### Gate families picked out, run 1

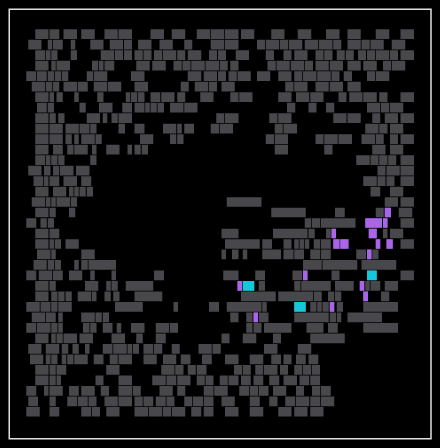
### Clock nets, run 1

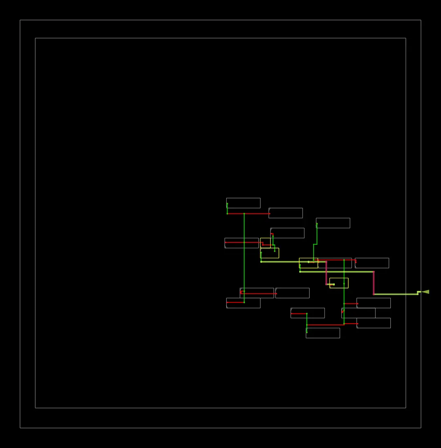
### I/O pins on the die edge, run 1

The bar under the picture is 20 µm long. Pins as bars across the die edge, other pins in grey.
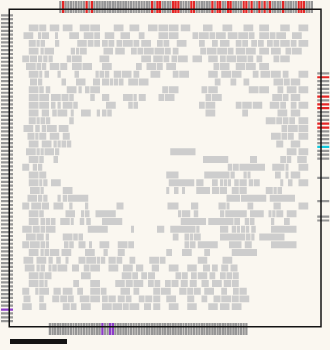
--- src/rtl/dsp_mem_pkg.sv ---
// Shared definitions for the DSP core memory-port arbiter.
//   - default widths and parameter defaults
//   - arbiter FSM state encoding
//   - transaction owner encoding (fetch vs. data)
package dsp_mem_pkg;

    localparam int unsigned DEF_ADDR_W       = 32;
    localparam int unsigned DEF_DATA_W       = 32;
    localparam int unsigned DEF_STARVE_LIMIT = 4;
    localparam int unsigned DEF_RESP_TIMEOUT = 64;

    // Starvation counter holds 0..15, response timer holds 0..255.
    localparam int unsigned STARVE_W = 4;
    localparam int unsigned TIMER_W  = 8;

    typedef enum logic [1:0] {
        IDLE      = 2'd0,
        WAIT_RESP = 2'd1,
        DRAIN     = 2'd2
    } arb_state_e;

    localparam logic OWN_IF = 1'b0;
    localparam logic OWN_D  = 1'b1;

endpackage

--- src/rtl/dsp_arb_starve_ctr.sv ---
// Saturating starvation counter for the memory-port arbiter.
// Counts data grants issued while fetch was waiting; once the count reaches
// STARVE_LIMIT the data requester may no longer beat a pending fetch.
// Ports:
//   clk, rst_n    clock, asynchronous active-low reset
//   if_req        fetch request pending
//   d_grant       data request granted this cycle
//   if_grant      fetch request granted this cycle
//   data_may_win  count below STARVE_LIMIT, data keeps priority
module dsp_arb_starve_ctr
    import dsp_mem_pkg::*;
#(
    parameter int unsigned STARVE_LIMIT = DEF_STARVE_LIMIT
) (
    input  logic clk,
    input  logic rst_n,
    input  logic if_req,
    input  logic d_grant,
    input  logic if_grant,
    output logic data_may_win
);

    logic [STARVE_W-1:0] cnt_q, cnt_d;

    always_comb begin
        cnt_d = cnt_q;
        if (if_grant) begin
            cnt_d = '0;
        end else if (d_grant && if_req && (cnt_q != '1)) begin
            cnt_d = cnt_q + STARVE_W'(1);
        end
    end

    always_ff @(posedge clk or negedge rst_n) begin
        if (!rst_n) begin
            cnt_q <= '0;
        end else begin
            cnt_q <= cnt_d;
        end
    end

    assign data_may_win = (cnt_q < STARVE_W'(STARVE_LIMIT));

endmodule

--- src/rtl/dsp_mem_port_arbiter.sv ---
// Arbiter sharing the core's single memory port between instruction fetch (if_*)
// and the load/store path (d_*). One transaction outstanding at a time; data has
// priority unless fetch has been starved STARVE_LIMIT times in a row. Responses are
// routed combinationally to the owner; a missing response after RESP_TIMEOUT cycles
// produces an error response, and the late memory response is later discarded.
// Ports:
//   clk, rst_n            clock, asynchronous active-low reset
//   if_req/if_addr        fetch request;  if_gnt, if_rvalid/if_rdata/if_err  fetch side
//   d_req/d_we/d_be/...   data request;   d_gnt,  d_rvalid/d_rdata/d_err     data side
//   m_req/m_we/m_be/...   memory request; m_gnt, m_rvalid/m_rdata            memory side
//   busy                  transaction outstanding (state != IDLE)
// Optional macro DSP_MEM_ARB_PERF_EN adds saturating perf_conflict_cnt (IDLE cycles
// with both requesters active) and perf_timeout_cnt (synthesised error responses).
module dsp_mem_port_arbiter
    import dsp_mem_pkg::*;
#(
    parameter int unsigned ADDR_W       = DEF_ADDR_W,
    parameter int unsigned DATA_W       = DEF_DATA_W,
    parameter int unsigned STARVE_LIMIT = DEF_STARVE_LIMIT,
    parameter int unsigned RESP_TIMEOUT = DEF_RESP_TIMEOUT
) (
    input  logic                clk,
    input  logic                rst_n,
    input  logic                if_req,
    input  logic [ADDR_W-1:0]   if_addr,
    output logic                if_gnt,
    output logic                if_rvalid,
    output logic [DATA_W-1:0]   if_rdata,
    output logic                if_err,
    input  logic                d_req,
    input  logic                d_we,
    input  logic [DATA_W/8-1:0] d_be,
    input  logic [ADDR_W-1:0]   d_addr,
    input  logic [DATA_W-1:0]   d_wdata,
    output logic                d_gnt,
    output logic                d_rvalid,
    output logic [DATA_W-1:0]   d_rdata,
    output logic                d_err,
    output logic                m_req,
    output logic                m_we,
    output logic [DATA_W/8-1:0] m_be,
    output logic [ADDR_W-1:0]   m_addr,
    output logic [DATA_W-1:0]   m_wdata,
    input  logic                m_gnt,
    input  logic                m_rvalid,
    input  logic [DATA_W-1:0]   m_rdata,
`ifdef DSP_MEM_ARB_PERF_EN
    output logic [31:0]         perf_conflict_cnt,
    output logic [15:0]         perf_timeout_cnt,
`endif
    output logic                busy
);

    localparam logic [TIMER_W-1:0] TIMEOUT_LAST = TIMER_W'(RESP_TIMEOUT - 1);

    arb_state_e         state_q, state_d;
    logic               owner_q, owner_d;
    logic [TIMER_W-1:0] timer_q, timer_d;

    logic              data_may_win;
    logic              win_d, win_if;
    logic              resp_valid, resp_err;
    logic [DATA_W-1:0] resp_data;

    dsp_arb_starve_ctr #(
        .STARVE_LIMIT (STARVE_LIMIT)
    ) u_starve_ctr (
        .clk          (clk),
        .rst_n        (rst_n),
        .if_req       (if_req),
        .d_grant      (d_gnt),
        .if_grant     (if_gnt),
        .data_may_win (data_may_win)
    );

    // Data wins unless fetch is waiting and has already been starved too long.
    assign win_d  = d_req && (!if_req || data_may_win);
    assign win_if = if_req && !win_d;

    always_comb begin
        state_d    = state_q;
        owner_d    = owner_q;
        timer_d    = timer_q;
        m_req      = 1'b0;
        m_we       = 1'b0;
        m_be       = '0;
        m_addr     = '0;
        m_wdata    = '0;
        if_gnt     = 1'b0;
        d_gnt      = 1'b0;
        resp_valid = 1'b0;
        resp_err   = 1'b0;
        resp_data  = '0;

        unique case (state_q)
            IDLE: begin
                if (win_d) begin
                    m_req   = 1'b1;
                    m_we    = d_we;
                    m_be    = d_be;
                    m_addr  = d_addr;
                    m_wdata = d_wdata;
                end else if (win_if) begin
                    m_req  = 1'b1;
                    m_be   = '1;
                    m_addr = if_addr;
                end
                if (m_req && m_gnt) begin
                    d_gnt   = win_d;
                    if_gnt  = win_if;
                    owner_d = win_d ? OWN_D : OWN_IF;
                    timer_d = '0;
                    state_d = WAIT_RESP;
                end
            end
            WAIT_RESP: begin
                timer_d = timer_q + TIMER_W'(1);
                if (m_rvalid) begin
                    resp_valid = 1'b1;
                    resp_data  = m_rdata;
                    state_d    = IDLE;
                end else if (timer_q == TIMEOUT_LAST) begin
                    resp_valid = 1'b1;
                    resp_err   = 1'b1;
                    state_d    = DRAIN;
                end
            end
            DRAIN: begin
                // The late response belongs to an already-errored transaction.
                if (m_rvalid) begin
                    state_d = IDLE;
                end
            end
            default: begin
                state_d = IDLE;
            end
        endcase
    end

    always_ff @(posedge clk or negedge rst_n) begin
        if (!rst_n) begin
            state_q <= IDLE;
            owner_q <= OWN_IF;
            timer_q <= '0;
        end else begin
            state_q <= state_d;
            owner_q <= owner_d;
            timer_q <= timer_d;
        end
    end

    assign if_rvalid = resp_valid && (owner_q == OWN_IF);
    assign if_err    = resp_err && (owner_q == OWN_IF);
    assign if_rdata  = (owner_q == OWN_IF) ? resp_data : '0;
    assign d_rvalid  = resp_valid && (owner_q == OWN_D);
    assign d_err     = resp_err && (owner_q == OWN_D);
    assign d_rdata   = (owner_q == OWN_D) ? resp_data : '0;
    assign busy      = (state_q != IDLE);

`ifdef DSP_MEM_ARB_PERF_EN
    always_ff @(posedge clk or negedge rst_n) begin
        if (!rst_n) begin
            perf_conflict_cnt <= '0;
            perf_timeout_cnt  <= '0;
        end else begin
            if ((state_q == IDLE) && if_req && d_req && (perf_conflict_cnt != '1)) begin
                perf_conflict_cnt <= perf_conflict_cnt + 32'd1;
            end
            if (resp_valid && resp_err && (perf_timeout_cnt != '1)) begin
                perf_timeout_cnt <= perf_timeout_cnt + 16'd1;
            end
        end
    end
`else
    // Performance counters are not built.
`endif

endmodule

--- config.mk ---
export PLATFORM = sky130hd
export DESIGN_NAME = dsp_mem_port_arbiter
export DESIGN_NICKNAME = d
export VERILOG_FILES = /design/src/rtl/dsp_mem_pkg.sv /design/src/rtl/dsp_arb_starve_ctr.sv /design/src/rtl/dsp_mem_port_arbiter.sv
export SDC_FILE = /design/constraint.sdc
export NUM_CORES = 1
export LEC_CHECK = 0
export CORE_AREA = 4 4 105 107
export CTS_BUF_LIST = sky130_fd_sc_hd__clkbuf_4 sky130_fd_sc_hd__clkbuf_8
export CTS_CLUSTER_SIZE = 8
export DETAILED_ROUTE_END_ITERATION = 10
export DIE_AREA = 0 0 109 111
export GPL_ROUTABILITY_DRIVEN = 0
export HOLD_SLACK_MARGIN = 0.15
export PLACE_DENSITY_LB_ADDON = 0.3
export SYNTH_ARGS = -nofsm -noshare
export SYNTH_HDL_FRONTEND = slang
export SYNTH_SLANG_ARGS = --single-unit
--- constraint.sdc ---
create_clock -name clk -period 3.93 [get_ports clk]
set_clock_uncertainty 0.15 [all_clocks]
set_input_delay 0.393 -clock clk [delete_from_list [all_inputs] [get_ports clk]]
set_output_delay 0.393 -clock clk [all_outputs]
set_load 0.03 [all_outputs]
==> flow_summary_export.csv, run 1 <==
group,metric,value,unit
clocking,ctsResizeCount,0,
clocking,hold_buffers,0,
power_and_ir_drop,peakVddDrop,0.114,mV
cells_and_area,layout.cells.non_filler,711,
sta,worstMarginPinSlew,762,ps
cells_and_area,comb_area_frac,0.309,
detailed_routing,wl_per_cell,15.0,µm
detailed_routing,antenna_left,0,
power_and_ir_drop,clkPwrFrac,0.118,
detailed_routing,firstDrtPassIters,4,
worst_setup_path,crit_start,"state_q[1]",
cells_and_area,top_regs,"timer_q (8), u_starve_ctr.cnt_q (4), state_q (2)",
cells_and_area,largest_reg_flops,8,
worst_setup_path,worst-r2r-cell-count,4,
clocking,cts_root_buf,"clkbuf_8",
placement,placed_cells,707,
sta,setup_viol,0,
power_and_ir_drop,p_seq_frac,0.187,
cells_and_area,final_cell_area,0.00482,mm²
global_routing,grt_pass1_wl,16.1,mm
floorplan,io_pins,280,
flow_run,tool_warnings,26,
worst_setup_path,cp.buffers_inverters,1,
sta,rsz0062_at_grt,"false",
sta,drv_slew,0,
clocking,post-cts-setup-buffers,0,
cells_and_area,register_area,375,µm²
worst_hold_path,worstHoldEndpoint,"u_starve_ctr.cnt_q[3]",
cells_and_area,fin_nets,717,
global_routing,grt_use_met2,0.305,
logic_synthesis,ys_warn_count,0,
placement,dpl_worst_slack,836,ps
power_and_ir_drop,swShare,0.446,
clocking,h-tree-depth,1,
outcome,status,"complete, no violations",
worst_setup_path,critPathTopFamily,"simple AND/OR/NAND/NOR gates",
worst_setup_path,crit_type,"register to primary output",
worst_setup_path,cp_slowest_stage_delay,720,ps
cells_and_area,seq_cells,15,
Back to the opening pictures, 'Gate families picked out':
| family | colour | cells |
|---|---|---|
| nor cells | purple | 16 |
| non-inverting ao/oa cells | cyan | 3 |

Back to the opening pictures, 'Clock nets':
# clock sinks: 15
clock buf count: 4

Back to the opening pictures, 'I/O pins on the die edge':
| port | colour | pins | direction | edge |
|---|---|---|---|---|
| m_be | purple | 4 | output | 3 south, 1 west |
| if_rdata | red | 32 | output | 26 north, 6 east |
| d_rvalid | cyan | 1 | output | east |
all pins by edge: 97 north, 80 west, 76 south, 27 east

==> run 2: changes to the inputs <==
CORE_AREA = 4 4 106 108   (was 4 4 105 107)
DIE_AREA = 0 0 110 112   (was 0 0 109 111)
clock period = 3.22 ns   (was 3.93 ns; I/O delays follow)
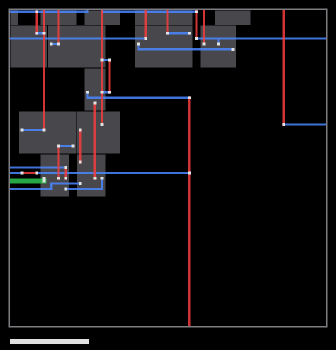
*Zoomed window, run 2*
The bar under the picture is 5 µm long. Window x 45 to 65, y 68 to 88 µm. Cells in grey, sequential cells in the stronger grey; small squares are vias.
| layer | colour |
|---|---|
| M3 | green |
| M1 | blue |
| M2 | red |
most frequent: clkdlybuf4s50_1 (4)
sequential cells in the window: 0
cells with their middle in the window: 9

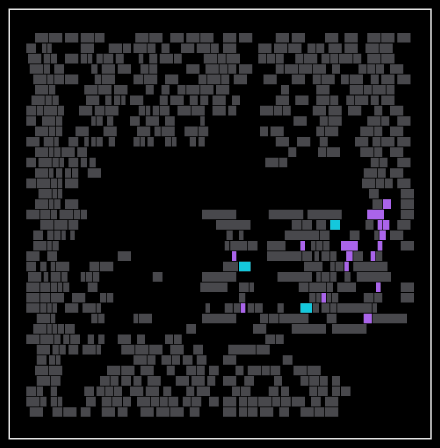
*Gate families picked out, run 2*
| family | colour | cells |
|---|---|---|
| nor cells | purple | 16 |
| non-inverting ao/oa cells | cyan | 3 |

==> run 2 against run 1 <==
  * Sequential share of layout area hardly changed
  * Via count decreased by 1.1%
  * Sequential power up 22%
  * Cell area decreased by 0.60%
  * Synthesized cell count unchanged
  * Combinational power increased by about 20%
  * Critical endpoint is now if_err
  * Register-to-register slack worse by 710 ps
  * Non-clock buffer count increased by 1
  * Global-route usage is essentially flat
  * Critical path depth increased by 1
  * Synthesized area is the same
  * Sequential cell count stayed put
==> flow_summary_export.csv, run 2 <==
group,metric,value,unit
clocking,h-tree-depth,1,
sta,fin_ws,202,ps
placement,placed_cells,708,
outcome,status,"complete, no violations",
cells_and_area,top_regs,"timer_q (8), u_starve_ctr.cnt_q (4), state_q (2)",
placement,dpl_cell_area,0.00474,mm²
power_and_ir_drop,clkPwrFrac,0.114,
clocking,ctsResizeCount,0,
power_and_ir_drop,peakVddDrop,0.158,mV
cells_and_area,final_cell_area,0.00479,mm²
detailed_routing,vias,3145,
worst_setup_path,critPathTopFamily,"simple AND/OR/NAND/NOR gates",
cells_and_area,multi_input_comb_cells,268,
clocking,cts.sinks,15,
clocking,post-cts-setup-buffers,0,
logic_synthesis,floorplan.nets,457,
logic_synthesis,ys_warn_count,0,
flow_run,tool_warnings,26,
worst_setup_path,cp.buffers_inverters,1,
worst_setup_path,r2r_slack,1370,ps
floorplan,io_pins,280,
power_and_ir_drop,swShare,0.452,
worst_setup_path,crit_type,"register to primary output",
cells_and_area,top_register,"timer_q",
sta,timing.setup.tns,0,ps
sta,setup_viol,0,
sta,drv_slew,0,
clocking,cts_root_buf,"clkbuf_8",
cells_and_area,largest_reg_flops,8,
power_and_ir_drop,p_clk,150,µW
global_routing,grt_pass1_wl,16.1,mm
cells_and_area,fin_util,0.468,
detailed_routing,firstDrtPassIters,4,
cells_and_area,seq_cells,15,
detailed_routing,vias_per_cell,4.42,
logic_synthesis,ys_area,0.00200,mm²
cells_and_area,layout.cells.non_filler,712,
cells_and_area,fin_nets,718,
detailed_routing,antenna_left,0,
global_routing,grt_use_met2,0.298,
sta,worstMarginPinSlew,687,ps
placement,dpl_worst_slack,476,ps
clocking,hold_buffers,0,
detailed_routing,drt-total-wl,10.7,mm
cells_and_area,register_area,375,µm²
sta,hold_violations,0,
worst_setup_path,crit_start,"timer_q[0]",
worst_setup_path,cp_slowest_stage_delay,730,ps
power_and_ir_drop,p_seq_frac,0.190,
floorplan,chipArea,0.0123,mm²
sta,rsz0062_at_grt,"false",
power_and_ir_drop,power,1.32,mW
cells_and_area,n_clock_buffer,3,
detailed_routing,route.detailed.drc,0,
detailed_routing,wl_per_cell,15.1,µm
logic_synthesis,synthXorXnorAreaFrac,0,
cells_and_area,comb_area_frac,0.313,
logic_synthesis,synthDistinctLibCells,32,
logic_synthesis,syn_inst,316,
sta,holdWs,342,ps
==> run 3: changes to the inputs <==
CAP_MARGIN = 20   (was unset)
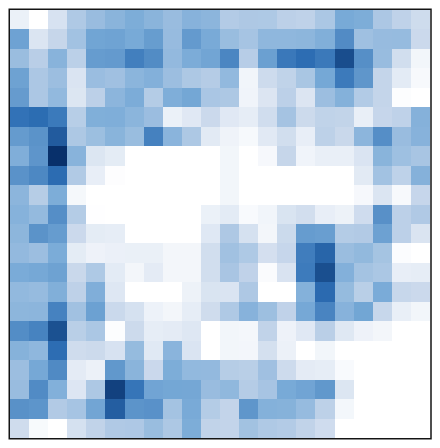
*Routed metal per tile, run 3*
22 x 22 tiles, from white (low) to dark blue (high), scaled to the fullest tile. Values are wire area over tile area, all layers added.
mean over tiles: 0.14
tiles over half the peak: 16%
emptiest ninth of the die: centre
fullest tile: 0.49
nearly empty tiles: 17%

==> run 3 against run 2 <==
  * Via count unchanged
  * Die size stayed put
  * Global-route usage did not move
  * Non-clock buffer count stayed put
  * Sequential cell count stayed put
  * Critical endpoint unchanged
==> flow_summary_export.csv, run 3 <==
group,metric,value,unit
logic_synthesis,yosys_cells,316,
power_and_ir_drop,p_seq_frac,0.190,
worst_setup_path,cp.buffers_inverters,1,
logic_synthesis,ys_area,0.00200,mm²
cells_and_area,n_all_inverters,4,
sta,max_slew_margin,0.540,
worst_setup_path,cp_num_cells,5,
cells_and_area,seq_share,0.0783,
clocking,cts.sinks,15,
placement,dpl_worst_slack,476,ps
logic_synthesis,floorplan.nets,457,
flow_run,tool_warnings,26,
cells_and_area,fin_util,0.468,
sta,fmax,331,MHz
worst_setup_path,cp-start-kind,"register",
placement,placed_cells,708,
logic_synthesis,syn_inst,316,
cells_and_area,lay_top_count,"clkdlybuf4s50_1",
placement,dpl_cell_area,0.00474,mm²
detailed_routing,antenna_left,0,
cells_and_area,top_regs,"timer_q (8), u_starve_ctr.cnt_q (4), state_q (2)",
worst_setup_path,r2r-start,"state_q[1]",
cells_and_area,fin_nets,718,
power_and_ir_drop,p_comb_frac,0.696,
worst_setup_path,critPathTopFamily,"simple AND/OR/NAND/NOR gates",
sta,rsz0062_at_grt,"false",
detailed_routing,firstDrtPassIters,4,
sta,setup_viol,0,
sta,holdWs,342,ps
sta,worstMarginPinSlew,687,ps
cells_and_area,final_cell_area,0.00479,mm²
cells_and_area,register_area,375,µm²
cells_and_area,multi_input_comb_cells,268,
sta,timing.setup.tns,0,ps
logic_synthesis,yosysSeqAreaShare,0.188,
logic_synthesis,simple_gate_area_frac,0.557,
worst_setup_path,crit_start,"timer_q[0]",
floorplan,core,0.0102,mm²
sta,fin_ws,202,ps
floorplan,chipArea,0.0123,mm²
floorplan,die_h,112,µm
worst_setup_path,worstPathMaxFanout,6,
clocking,post-cts-setup-buffers,0,
floorplan,io_pins,280,
global_routing,grt_pass1_wl,16.1,mm
detailed_routing,wl_per_cell,15.1,µm
worst_setup_path,crit_type,"register to primary output",
power_and_ir_drop,power.switching,596,µW
clocking,clk_path_buf_depth,2,
worst_setup_path,r2r_slack,1370,ps
cells_and_area,final_cell_mix,"208 x clkdlybuf4s50_1, 75 x buf_4, 66 x and2_1, 45 x nand2_1, 39 x a21oi_1",
sta,drv_slew,0,
power_and_ir_drop,power,1.32,mW
detailed_routing,vias_per_cell,4.42,
logic_synthesis,synth_top_area_share,0.210,
clocking,h-tree-depth,1,
global_routing,grt_pass1_vias,3058,
worst_setup_path,cp_slowest_stage_delay,730,ps
power_and_ir_drop,swShare,0.452,
cells_and_area,buffers,285,
detailed_routing,wl_met1,4.07,mm
detailed_routing,route.detailed.drc,0,
logic_synthesis,adder_share,0.0125,
global_routing,grt_use_met2,0.298,
logic_synthesis,ys_warn_count,0,
worst_setup_path,critical_path.endpoint,"if_err",
clocking,hold_buffers,0,
power_and_ir_drop,clkPwrFrac,0.114,
detailed_routing,vias,3145,
clocking,ctsResizeCount,0,
cells_and_area,largest_reg_flops,8,
cells_and_area,layout.cells.non_filler,712,
power_and_ir_drop,peakVddDrop,0.158,mV
cells_and_area,top_area_cell_class,"non-clock buffers",
logic_synthesis,flop_cell,"dfrtp_1",
logic_synthesis,top_area_cell,"and2_1",
logic_synthesis,synthDistinctLibCells,32,
cells_and_area,top_register,"timer_q",
power_and_ir_drop,power.group.top,"combinational cells",
outcome,status,"complete, no violations",
sta,period_needed,3020,ps
sta,hold_violations,0,
global_routing,grtUsageTotal,0.161,
power_and_ir_drop,power.density,275,mW/mm²
logic_synthesis,yosys-top-cells-count,"67 x and2_1, 45 x nand2_1, 39 x a21oi_1",
detailed_routing,drt-total-wl,10.7,mm
clocking,cts_root_buf,"clkbuf_8",
logic_synthesis,synthXorXnorAreaFrac,0,
cells_and_area,fillCellCount,975,
cells_and_area,comb_area_frac,0.313,
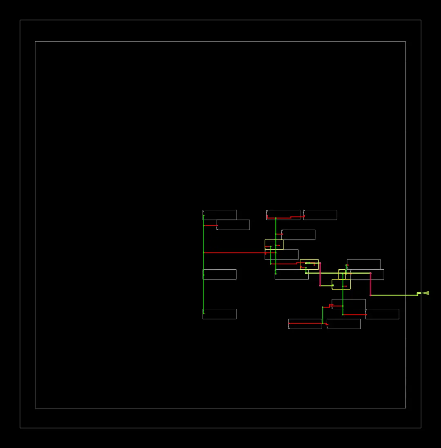
*Clock nets, run 3*
Clock group: 150 µW
flop count: 15
clock buf count: 3
Num CTS Buffers: 3
Worst-Skew Late Latency: 250 ps

Power figures rest on the tool's default switching activity, not on a simulated workload.
